### Placed cells, one colour a class

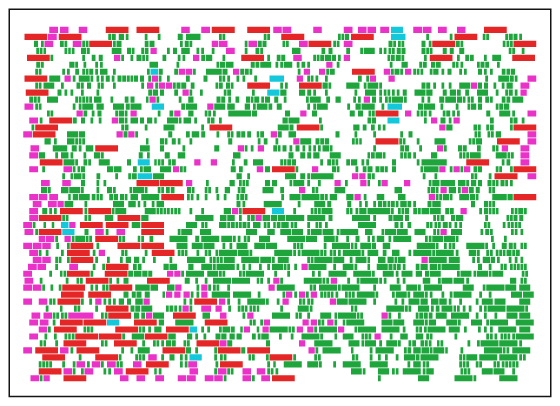
### Signal wires by layer

The bar under the picture is 50 µm long.
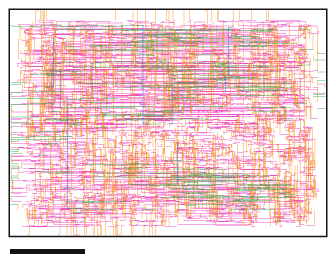
### Signal metal coverage by tile

The bar under the picture is 50 µm long. 21 x 15 tiles, from dark blue (low) to red (high), scaled to the fullest tile. Values are wire area over tile area, all layers added.
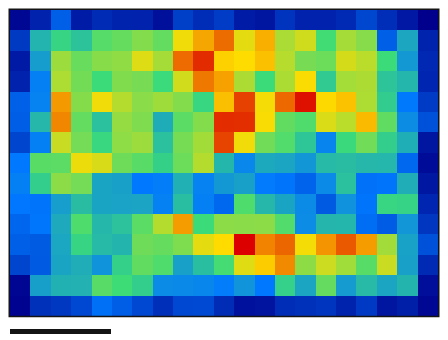
### Routing congestion map

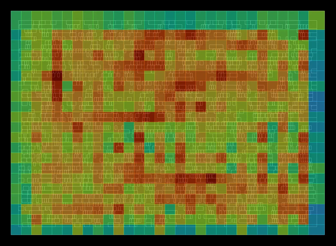
### Register map, names as in the netlist

The bar under the picture is 50 µm long. Other sequential cells in the stronger grey, the rest of the logic in the fainter grey.
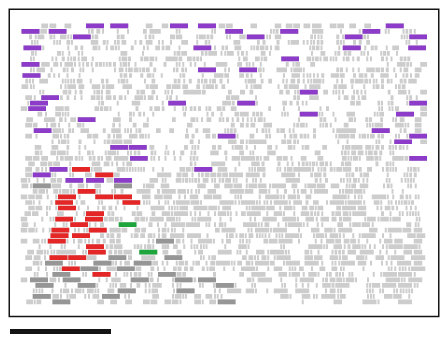
$ cat src/rtl/mant_mul24_seq_if.sv
// mant_mul24_seq_if: operand/product handshake bundle for the iterative mantissa multiplier.
interface mant_mul24_seq_if;
    logic        in_valid;
    logic        in_ready;
    logic [23:0] a;
    logic [23:0] b;
    logic        out_valid;
    logic        out_ready;
    logic [47:0] p;
    logic        busy;

    modport master (
        output in_valid, a, b, out_ready,
        input  in_ready, out_valid, p, busy
    );

    modport slave (
        input  in_valid, a, b, out_ready,
        output in_ready, out_valid, p, busy
    );
endinterface

$ cat src/rtl/mant_mul24_seq.sv
// mant_mul24_seq: 24x24 unsigned mantissa multiplier reusing one vedic12 over four cycles,
// accumulating shifted 24-bit partial products into a 48-bit product.
module vedic12 (
    input  logic [11:0] x,
    input  logic [11:0] y,
    output logic [23:0] z
);
    logic [11:0] ll, lh, hl, hh;
    // vertical-and-crosswise split into 6-bit halves
    assign ll = 12'(x[5:0]) * 12'(y[5:0]);
    assign lh = 12'(x[5:0]) * 12'(y[11:6]);
    assign hl = 12'(x[11:6]) * 12'(y[5:0]);
    assign hh = 12'(x[11:6]) * 12'(y[11:6]);
    assign z  = {hh, ll} + {6'd0, lh, 6'd0} + {6'd0, hl, 6'd0};
endmodule

module mant_mul24_seq (
    input  logic             clk,
    input  logic             rst_n,
    mant_mul24_seq_if.slave  bus
);
    localparam logic [1:0] IDLE = 2'd0, MUL = 2'd1, DONE = 2'd2;
    logic [1:0]  state, cnt;
    logic [23:0] ra, rb, pp;
    logic [47:0] acc, term;

    // cnt[1] picks the A half, cnt[0] the B half; shift follows the sum of half indices
    vedic12 u_vedic (
        .x (cnt[1] ? ra[23:12] : ra[11:0]),
        .y (cnt[0] ? rb[23:12] : rb[11:0]),
        .z (pp)
    );

    always_comb term = cnt == 2'd0 ? {24'd0, pp} : cnt == 2'd3 ? {pp, 24'd0} : {12'd0, pp, 12'd0};

    assign bus.in_ready  = state == IDLE;
    assign bus.out_valid = state == DONE;
    assign bus.busy      = state != IDLE;
    assign bus.p         = acc;

    always_ff @(posedge clk or negedge rst_n) begin
        if (!rst_n) begin
            state <= IDLE;
            cnt   <= 2'd0;
            ra    <= 24'd0;
            rb    <= 24'd0;
            acc   <= 48'd0;
        end else if (state == IDLE && bus.in_valid) begin
            ra    <= bus.a;
            rb    <= bus.b;
            acc   <= 48'd0;
            cnt   <= 2'd0;
            state <= MUL;
        end else if (state == MUL) begin
            acc   <= acc + term;
            cnt   <= cnt + 2'd1;
            state <= cnt == 2'd3 ? DONE : MUL;
        end else if (state == DONE && bus.out_ready) begin
            state <= IDLE;
        end else if (state == 2'd3) begin
            state <= IDLE;
        end
    end
endmodule
$ cat src/flat_wrapper.sv
// flat-port wrapper written by rule: the top's interface ports become plain ports
module mant_mul24_seq_flat 
  (clk, rst_n, bus_in_valid, bus_a, bus_b, bus_out_ready, bus_in_ready, bus_out_valid, bus_p, bus_busy);
  mant_mul24_seq_if bus_i ();
  input  logic clk;
  input  logic rst_n;
  input wire logic [$bits(bus_i.in_valid)-1:0] bus_in_valid;
  input wire logic [$bits(bus_i.a)-1:0] bus_a;
  input wire logic [$bits(bus_i.b)-1:0] bus_b;
  input wire logic [$bits(bus_i.out_ready)-1:0] bus_out_ready;
  output wire logic [$bits(bus_i.in_ready)-1:0] bus_in_ready;
  output wire logic [$bits(bus_i.out_valid)-1:0] bus_out_valid;
  output wire logic [$bits(bus_i.p)-1:0] bus_p;
  output wire logic [$bits(bus_i.busy)-1:0] bus_busy;
  assign bus_i.in_valid = bus_in_valid;
  assign bus_i.a = bus_a;
  assign bus_i.b = bus_b;
  assign bus_i.out_ready = bus_out_ready;
  assign bus_in_ready = bus_i.in_ready;
  assign bus_out_valid = bus_i.out_valid;
  assign bus_p = bus_i.p;
  assign bus_busy = bus_i.busy;
  mant_mul24_seq u_core (.clk(clk), .rst_n(rst_n), .bus(bus_i));
endmodule
$ cat config.mk
export PLATFORM = sky130hd
export DESIGN_NAME = mant_mul24_seq_flat
export DESIGN_NICKNAME = d
export VERILOG_FILES = /design/src/rtl/mant_mul24_seq_if.sv /design/src/rtl/mant_mul24_seq.sv /design/src/flat_wrapper.sv
export SDC_FILE = /design/constraint.sdc
export NUM_CORES = 1
export LEC_CHECK = 0
export ABC_AREA = 1
export CAP_MARGIN = 30
export CELL_PAD_IN_SITES_DETAIL_PLACEMENT = 0
export CELL_PAD_IN_SITES_GLOBAL_PLACEMENT = 1
export CORE_ASPECT_RATIO = 0.7
export CORE_MARGIN = 5
export CORE_UTILIZATION = 45
export CTS_BUF_LIST = sky130_fd_sc_hd__clkbuf_8
export DETAILED_ROUTE_END_ITERATION = 8
export PLACE_DENSITY_LB_ADDON = 0.25
export SLEW_MARGIN = 20
export SYNTH_ARGS = -nofsm -noshare
export SYNTH_HDL_FRONTEND = slang
export SYNTH_SLANG_ARGS = --single-unit
$ cat constraint.sdc
create_clock -name clk -period 8.6 [get_ports clk]
set_input_delay 1.72 -clock clk [delete_from_list [all_inputs] [get_ports clk]]
set_output_delay 1.72 -clock clk [all_outputs]
set_load 0.01 [all_outputs]
==> CHANGELOG.md <==
### Implementation results

* Outcome: complete, no violations
* Mapped cell area at about 13000 µm²
* Post_cts resized at 1
* I/O Buffers at between 100 and 150
* Yosys warnings at 0
* Ys flops at approximately 100
* Crit Path Category: flip-flop to flip-flop
* Startpoint Class: flip-flop
* Routability-driven placement congestion ratio at roughly 0.96
* Syn_area_per_cell at a little under 7 µm²
* Hold buffer count at cts at 0
* Clock tree buffer depth at 2
* FF-to-FF path depth at 39
* Root buf cell: clkbuf_8
* Pre-antenna DRT Iters at 5
* Post-Place Worst Slack at -40.9 ps
* Placed inst area at roughly 15000 µm²
* Top cells by count: 486 x nand2_1, 265 x inv_1, 235 x nor2_1
* R2R Setup Slk at just over 500 ps
* Primary FF master, synth: dfrtp_1
* Min Clock Period, post-route at between 8000 and 9000 ps
* Pin count of the biggest net entering global routing at about 53
* Highest metal used: met4
* Hold Path Origin: u_core.rb[20]
* TritonCTS buffer count at 9
* Number of global-route vias before repair at approximately 12000
* Largest type area fraction at 0.197
* Worst rel slew slack at 0.458
* Total wire length at between 40000 and 50000 µm
* I/O pins at between 100 and 150
* Critical path depth at 39
* Ys cells at 1845
* Wire length on met1 at around 23000 µm
* Setup TNS at 0 ps
* Fraction of final layout cells sized beyond drive strength 1 at 0.132
* CP Launch Point: u_core.cnt[1]
* Commonest Layout Cell: nand2_1
* Top cell type by instance count after synthesis: nand2_1
* Synth Seq Share at 0.197
* Hold EP: u_core.rb[20]
* Req. time, crit path at around 8900 ps
* CP max-delay cell: fa_1
* Area delta synth->final at 21.3%
Notes on 'Placed cells, one colour a class' above:
Green shows all other logic, cells 1707, share of their area 69%. Red shows flip-flops, cells 100, share of their area 17%. Magenta shows other buffers and delay cells, cells 217, share of their area 13%. Cyan shows clock drivers and dummy loads, cells 16, share of their area 1.4%.
post-layout util: 0.554
std cell rows: 51
post-route cell area: 15400 µm²
core area: 27800 µm²
sequential share of cell area: 0.162

Notes on 'Signal wires by layer' above:
Magenta shows met1, wire length 23.1 mm. Blue shows met4, wire length 365 µm. Orange shows met2, wire length 16700 µm. Green shows met3, wire length 4620 µm.

Notes on 'Signal metal coverage by tile' above:
The mean over all tiles is 0.23. The fullest tile reaches 0.54. 1.6% of the tiles are nearly empty. The densest ninth of the die: top middle.
routed len/inst: 18.6 µm
vias: 12700
Tot GR Track Use: 0.287

Notes on 'Routing congestion map' above:
GR Util met3: 0.0771
met2 usage: 0.379
M1 GR Usage: 0.466
Top Usage Layer GRT: met1

Notes on 'Register map, names as in the netlist' above:
Red shows u_core.ra, placed flops 24. Green shows u_core.cnt, placed flops 2. Purple shows u_core.bus.p, placed flops 48.
FF/Latch Area: 2500 µm²

==> cells by family after synthesis <==
group	synth area share
AOI/OAI and AO/OA	0.134
and+or+nand+nor	0.272
DFF	0.197
adders and majority gates	0.268
xor gates and xnor gates	0.0289
buffers and inverters	0.0978
muxes	0.00158
==> sequential cells by signal, summed over array words and instances, names as in the netlist <==
signal	count
u_core.rb	24
u_core.cnt	2
u_core.ra	24
u_core.bus.p	48
u_core.state	2
==> final cells by class <==
type                    instances  area (µm²)
fillers                      2770       12400
multi-input cells            1416        9230
flip-flops and latches        100        2500
repair buffers                217        1910
inverters                     291        1090
well taps                     371         464
clock buffers                   9         124
clock inverters                 7        91.3
